`config.mk`:
```
export PLATFORM = sky130hd
export DESIGN_NAME = ahb2apb_wbuf_bridge
export DESIGN_NICKNAME = d
export VERILOG_FILES = /design/src/rtl/ahb2apb_wbuf_bridge.sv
export SDC_FILE = /design/constraint.sdc
export NUM_CORES = 1
export LEC_CHECK = 0
export CAP_MARGIN = 20
export CORE_UTILIZATION = 55
export CTS_BUF_LIST = sky130_fd_sc_hd__clkbuf_2
export DETAILED_ROUTE_END_ITERATION = 16
export MAX_ROUTING_LAYER = met4
export PLACE_DENSITY = 0.94
export SLEW_MARGIN = 20
export SYNTH_ARGS = -nofsm -noshare
export SYNTH_HDL_FRONTEND = slang
export SYNTH_SLANG_ARGS = --single-unit
```
`constraint.sdc`:
```
create_clock -name HCLK -period 4.1 [get_ports HCLK]
set_input_delay 0.82 -clock HCLK [delete_from_list [all_inputs] [get_ports HCLK]]
set_output_delay 0.82 -clock HCLK [all_outputs]
set_load 0.01 [all_outputs]
```
`src/rtl/ahb2apb_wbuf_bridge.sv`:
```
// AHB-Lite to APB3 bridge with a posted-write FIFO, multi-slave PSEL decode and two-cycle ERROR responses.
// Define APB4_EN to add the PPROT/PSTRB outputs and store HSIZE/HPROT in the write buffer.
module ahb2apb_wbuf_bridge #(
  parameter int ADDRWIDTH  = 16,
  parameter int DATAWIDTH  = 32,
  parameter int WBUF_DEPTH = 4,
  parameter int NUM_SLAVES = 4,
  parameter int SLOT_LSB   = 12
) (
  input  logic                  HCLK,
  input  logic                  HRESET,
  input  logic                  HSEL,
  input  logic [ADDRWIDTH-1:0]  HADDR,
  input  logic [1:0]            HTRANS,
  input  logic                  HWRITE,
  input  logic [2:0]            HSIZE,
  input  logic [3:0]            HPROT,
  input  logic [DATAWIDTH-1:0]  HWDATA,
  input  logic                  HREADY,
  output logic                  HREADYOUT,
  output logic                  HRESP,
  output logic [DATAWIDTH-1:0]  HRDATA,
  input  logic                  PCLKEN,
  output logic [NUM_SLAVES-1:0] PSEL,
  output logic                  PENABLE,
  output logic [ADDRWIDTH-1:0]  PADDR,
  output logic                  PWRITE,
  output logic [DATAWIDTH-1:0]  PWDATA,
  input  logic [DATAWIDTH-1:0]  PRDATA,
  input  logic                  PREADY,
  input  logic                  PSLVERR,
  output logic                  WRERR,
  input  logic                  WRERR_CLR,
  output logic                  APBACTIVE
`ifdef APB4_EN
  ,
  output logic [2:0]            PPROT,
  output logic [3:0]            PSTRB
`endif
);

  localparam int PW = $clog2(WBUF_DEPTH);
  localparam logic [1:0] ST_IDLE   = 2'd0;
  localparam logic [1:0] ST_SETUP  = 2'd1;
  localparam logic [1:0] ST_ACCESS = 2'd2;

  function automatic logic bad_slot(input logic [ADDRWIDTH-1:0] a);
    return {1'b0, a[SLOT_LSB+3:SLOT_LSB]} >= 5'(NUM_SLAVES);
  endfunction

`ifdef APB4_EN
  function automatic logic [3:0] strb_f(input logic [2:0] sz, input logic [1:0] a);
    case (sz)
      3'b000:  strb_f = 4'b0001 << a;
      3'b001:  strb_f = a[1] ? 4'b1100 : 4'b0011;
      default: strb_f = 4'b1111;
    endcase
  endfunction
`endif

  logic                 acc, push, pop, full, empty, wr_err_set;
  logic                 issue_wr, issue_rd, rd_done, rd_bad, unused_bits;
  logic                 dp_wr_q, dp_rd_q, rd_req_q, ok_q, err1_q, err2_q, wrerr_q;
  logic [1:0]           state_q, state_d;
  logic [PW:0]          wptr_q, rptr_q;
  logic [ADDRWIDTH-1:0] haddr_q, paddr_q, head_addr;
  logic [DATAWIDTH-1:0] pwdata_q, hrdata_q, head_data;
  logic                 pwrite_q;
  logic [ADDRWIDTH-1:0] fa_mem [WBUF_DEPTH];
  logic [DATAWIDTH-1:0] fd_mem [WBUF_DEPTH];
`ifdef APB4_EN
  logic [2:0]           hsize_q, pprot_q;
  logic [3:0]           hprot_q, pstrb_q;
  logic [2:0]           fs_mem [WBUF_DEPTH];
  logic [3:0]           fp_mem [WBUF_DEPTH];
`endif

  assign acc         = HSEL & HREADY & HTRANS[1];
  assign unused_bits = ^{HTRANS[0], HSIZE, HPROT};
  assign empty       = (wptr_q == rptr_q);
  assign full        = (wptr_q[PW] != rptr_q[PW]) && (wptr_q[PW-1:0] == rptr_q[PW-1:0]);
  assign head_addr   = fa_mem[rptr_q[PW-1:0]];
  assign head_data   = fd_mem[rptr_q[PW-1:0]];
  // A full buffer still accepts a write in the cycle an entry leaves it.
  assign push        = dp_wr_q & (~full | pop);

  // APB sequencing; every transition is qualified by PCLKEN.
  always_comb begin
    state_d    = state_q;
    pop        = 1'b0;
    wr_err_set = 1'b0;
    issue_wr   = 1'b0;
    issue_rd   = 1'b0;
    rd_done    = 1'b0;
    rd_bad     = 1'b0;
    if (PCLKEN) begin
      case (state_q)
        ST_IDLE: begin
          if (!empty) begin
            if (bad_slot(head_addr)) begin
              pop        = 1'b1;
              wr_err_set = 1'b1;
            end else begin
              issue_wr = 1'b1;
              state_d  = ST_SETUP;
            end
          end else if (rd_req_q) begin
            if (bad_slot(haddr_q)) rd_bad = 1'b1;
            else begin
              issue_rd = 1'b1;
              state_d  = ST_SETUP;
            end
          end
        end
        ST_SETUP: state_d = ST_ACCESS;
        ST_ACCESS: begin
          if (PREADY) begin
            state_d = ST_IDLE;
            if (pwrite_q) begin
              pop        = 1'b1;
              wr_err_set = PSLVERR;
            end else begin
              rd_done = 1'b1;
            end
          end
        end
        default: state_d = ST_IDLE;
      endcase
    end
  end

  always_ff @(posedge HCLK or posedge HRESET) begin
    if (HRESET) begin
      dp_wr_q  <= 1'b0;
      dp_rd_q  <= 1'b0;
      rd_req_q <= 1'b0;
      ok_q     <= 1'b0;
      err1_q   <= 1'b0;
      err2_q   <= 1'b0;
      wrerr_q  <= 1'b0;
      state_q  <= ST_IDLE;
      wptr_q   <= '0;
      rptr_q   <= '0;
      paddr_q  <= '0;
      pwdata_q <= '0;
      pwrite_q <= 1'b0;
      hrdata_q <= '0;
`ifdef APB4_EN
      pprot_q  <= '0;
      pstrb_q  <= '0;
`endif
    end else begin
      if (HREADY) begin
        dp_wr_q <= acc & HWRITE;
        dp_rd_q <= acc & ~HWRITE;
      end
      if (rd_done | rd_bad)             rd_req_q <= 1'b0;
      else if (HREADY & acc & ~HWRITE)  rd_req_q <= 1'b1;
      ok_q    <= rd_done & ~PSLVERR;
      err1_q  <= rd_bad | (rd_done & PSLVERR);
      err2_q  <= err1_q;
      wrerr_q <= wr_err_set ? 1'b1 : (WRERR_CLR ? 1'b0 : wrerr_q);
      state_q <= state_d;
      if (push) wptr_q <= wptr_q + (PW+1)'(1);
      if (pop)  rptr_q <= rptr_q + (PW+1)'(1);
      if (issue_wr) begin
        paddr_q  <= head_addr;
        pwdata_q <= head_data;
        pwrite_q <= 1'b1;
`ifdef APB4_EN
        pprot_q  <= {~fp_mem[rptr_q[PW-1:0]][0], fp_mem[rptr_q[PW-1:0]][1], fp_mem[rptr_q[PW-1:0]][2]};
        pstrb_q  <= strb_f(fs_mem[rptr_q[PW-1:0]], head_addr[1:0]);
`endif
      end else if (issue_rd) begin
        paddr_q  <= haddr_q;
        pwrite_q <= 1'b0;
`ifdef APB4_EN
        pprot_q  <= {~hprot_q[0], hprot_q[1], hprot_q[2]};
        pstrb_q  <= 4'b0000;
`endif
      end
      if (rd_done) hrdata_q <= PRDATA;
    end
  end

  // Address-phase capture and buffer storage carry no reset.
  always_ff @(posedge HCLK) begin
    if (HREADY & acc) begin
      haddr_q <= HADDR;
`ifdef APB4_EN
      hsize_q <= HSIZE;
      hprot_q <= HPROT;
`endif
    end
    if (push) begin
      fa_mem[wptr_q[PW-1:0]] <= haddr_q;
      fd_mem[wptr_q[PW-1:0]] <= HWDATA;
`ifdef APB4_EN
      fs_mem[wptr_q[PW-1:0]] <= hsize_q;
      fp_mem[wptr_q[PW-1:0]] <= hprot_q;
`endif
    end
  end

  always_comb begin
    PSEL = '0;
    for (int i = 0; i < NUM_SLAVES; i++)
      PSEL[i] = (state_q != ST_IDLE) && (paddr_q[SLOT_LSB+3:SLOT_LSB] == 4'(i));
  end

  assign HREADYOUT = dp_wr_q ? (~full | pop) : (dp_rd_q ? (ok_q | err2_q) : 1'b1);
  assign HRESP     = err1_q | err2_q;
  assign HRDATA    = hrdata_q;
  assign PENABLE   = (state_q == ST_ACCESS);
  assign PADDR     = paddr_q;
  assign PWRITE    = pwrite_q;
  assign PWDATA    = pwdata_q;
  assign WRERR     = wrerr_q;
  assign APBACTIVE = (state_q != ST_IDLE) | ~empty | rd_req_q;
`ifdef APB4_EN
  assign PPROT     = pprot_q;
  assign PSTRB     = pstrb_q;
`endif

endmodule

```
==> images/registers.png <==
Other sequential cells in the stronger gray, the rest of the logic in the fainter gray.
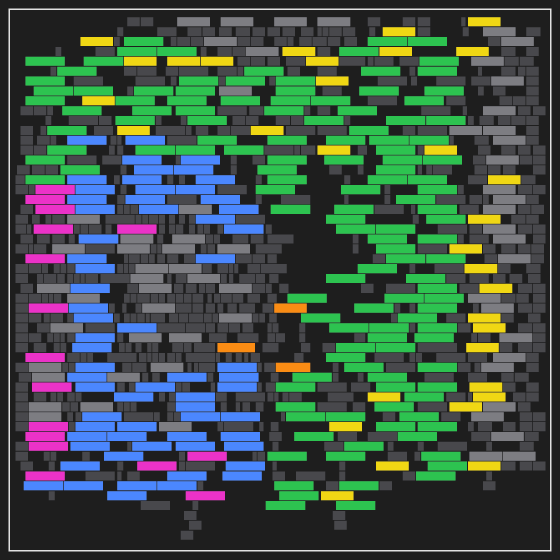
- fa_mem: blue (placed flops 64)
- PWDATA: yellow (placed flops 32; where spread over the die)
- fd_mem: green (placed flops 128)
- haddr_q: magenta (placed flops 16)
- rptr_q: orange (placed flops 3)
- not colored: 61
Sequential Power: 4.23 mW
final core occ: 0.6988

==> images/clock_map.png <==
Bar = 50 um.
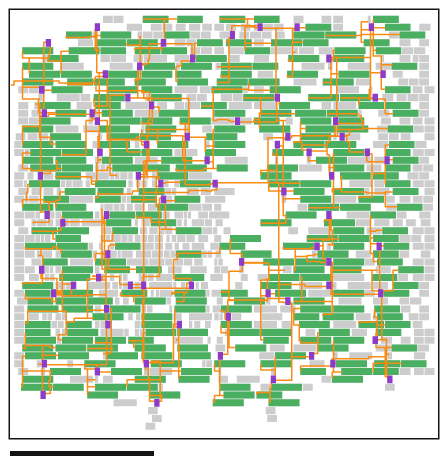
- cells driving clock nets: purple (count 74)
- flip-flops: green (count 304)
- clock wires: orange (length 3640 um)
- flops lie: spread over the die
- routed clock nets: 75
clk latency late pin: 0.84 ns
clock group share of total power: 0.208
clk pwr: 1.99 mW
skew final: 0.05497 ns

==> images/final_clocks.png <==
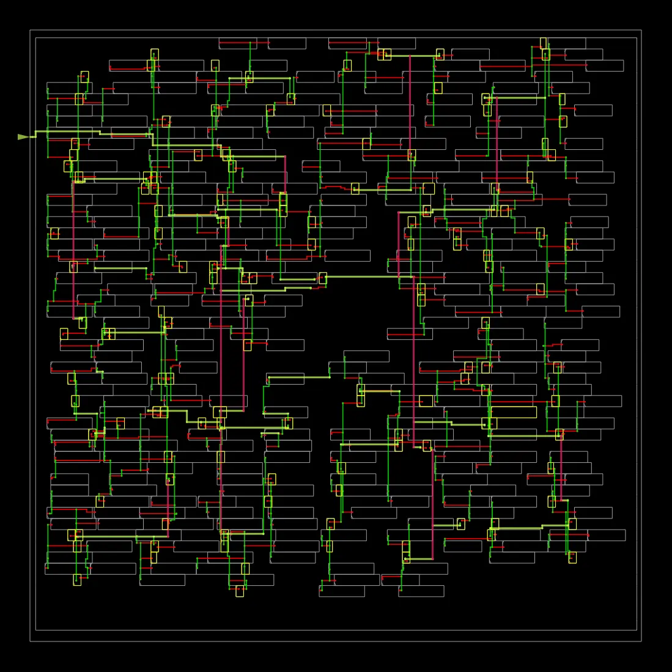
flop count: 304
CLK BUF: 115

==> results.toml <==
# flow metrics
[outcome]
status = "completed"

[logic_synthesis]
avgSynthCellArea_sq_um = 19.08
yosys_warnings = 0
top_area_cell = "edfxtp_1"
syn_inst = 621
ys_sh_simple = 0.04583
yosysTopAreaCellShare = 0.5271
ys_sh_adder = 0.005280
yosys-stat-area_sq_um = 11850
top_cells_by_count = "edfxtp_1, dfrtp_1, mux4_2"
edf_count = 208
ys_types = 51

[clocking]
cts_tree = "done"
postCtsResizedCells = 0
root_buffer = "clkbuf_2"

[setup_path]
r2r_end = "rd_req_q"
max_stage_delay_ns = 0.57
worst_setup_path_end_kind = "output pin"
r2r_cells = 5
rr_startpoint = "rptr_q[0]"
worst-path-buf-inv = 1
crit_arrival_ns = 3.05
cpLargestDelayFamily = "AND-OR/OR-AND gates"
path_class = "reg2out"
start_kind = "register"

[cells_and_area]
combGateArea_sq_um = 2993
nets = 966
sh_seq_area = 0.5872
design_area_sq_um = 14740
clockNetworkAreaShare = 0.04781
drive_above_1_share = 0.2995
final_cell_mix = "edfxtp_1, clkdlybuf4s50_1, clkbuf_2"
lay_top_count = "edfxtp_1"
inverters = 9
n_fill_cell = 1316
finalNonFillerCells = 1200

[die]
floorplan.core_util = 0.5619
core-area_sq_um = 21090
taps = 275
io_pins = 188
die_h_um = 148.8

[final_timing]
timing.fmax_ghz = 0.2581
whs_ns = 0.3892
period_minus_slack_ns = 3.874
hold_violations = 0
rsz0062_at_grt = "false"
final.setup.tns_ns = 0
tightest_slew_ns = 0.9190

[power_and_ir_drop]
totalPowerFinal_mw = 9.583
ir_drop_mv = 0.4177
power_leakage_nw = 5.581

[global_route]
grt_pass1_vias = 7426
grt_pass1_wl_um = 39000
grt_overflow = 0

[job]
cap_violations = 0

[route]
drtAntennaViolNets = 0
wl_um = 25320
vias = 6896
vias_per_cell = 5.747

[placed_design]
io_buffers = 179
==> images/gate_families.png <==
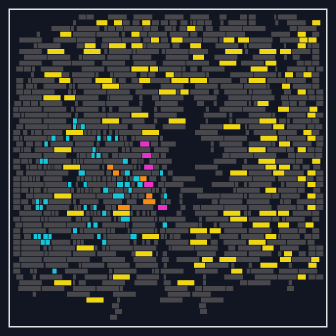
- multiplexers: yellow (cells 112; where spread over the die)
- XOR/XNOR gates: orange (cells 6; where middle)
- adder and majority cells: magenta (cells 5; where middle)
- inverting AOI/OAI gates: cyan (cells 50)

==> images/cell_classes.png <==
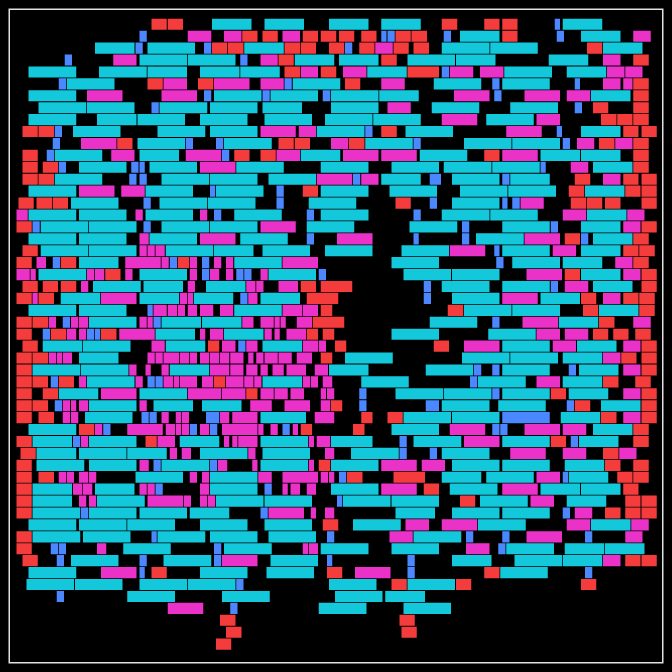
- other buffers and delay cells: red (cells 199)
- clock drivers and dummy loads: blue (cells 138)
- flip-flops: cyan (cells 304)
- all other logic: magenta (cells 284)

## flip-flops by register name, summed over array words and instances, names as in the netlist, 3 cells and up
name,cells
PWDATA,32
rptr_q,3
fd_mem,128
fa_mem,64
haddr_q,16
wptr_q,3
HRDATA,32
PADDR,16
## layer usage
layer | GRT usage | wire, um | vias up
li1 | - | - | 2994
met3 | 0.05107 | 2253 | 59
met5 | - | 0 | -
met2 | 0.4007 | 12970 | 423
met4 | 0.1077 | 574 | 0
met1 | 0.2956 | 9521 | 3420
## power breakdown
group / total [mW] / switching (mW) / internal (mW)
clock: 1.99 / 1.17 / 0.816
sequential: 4.23 / 0.371 / 3.86
combinational: 3.37 / 1.47 / 1.89
Power figures rest on the tool's default switching activity, not on a simulated workload.
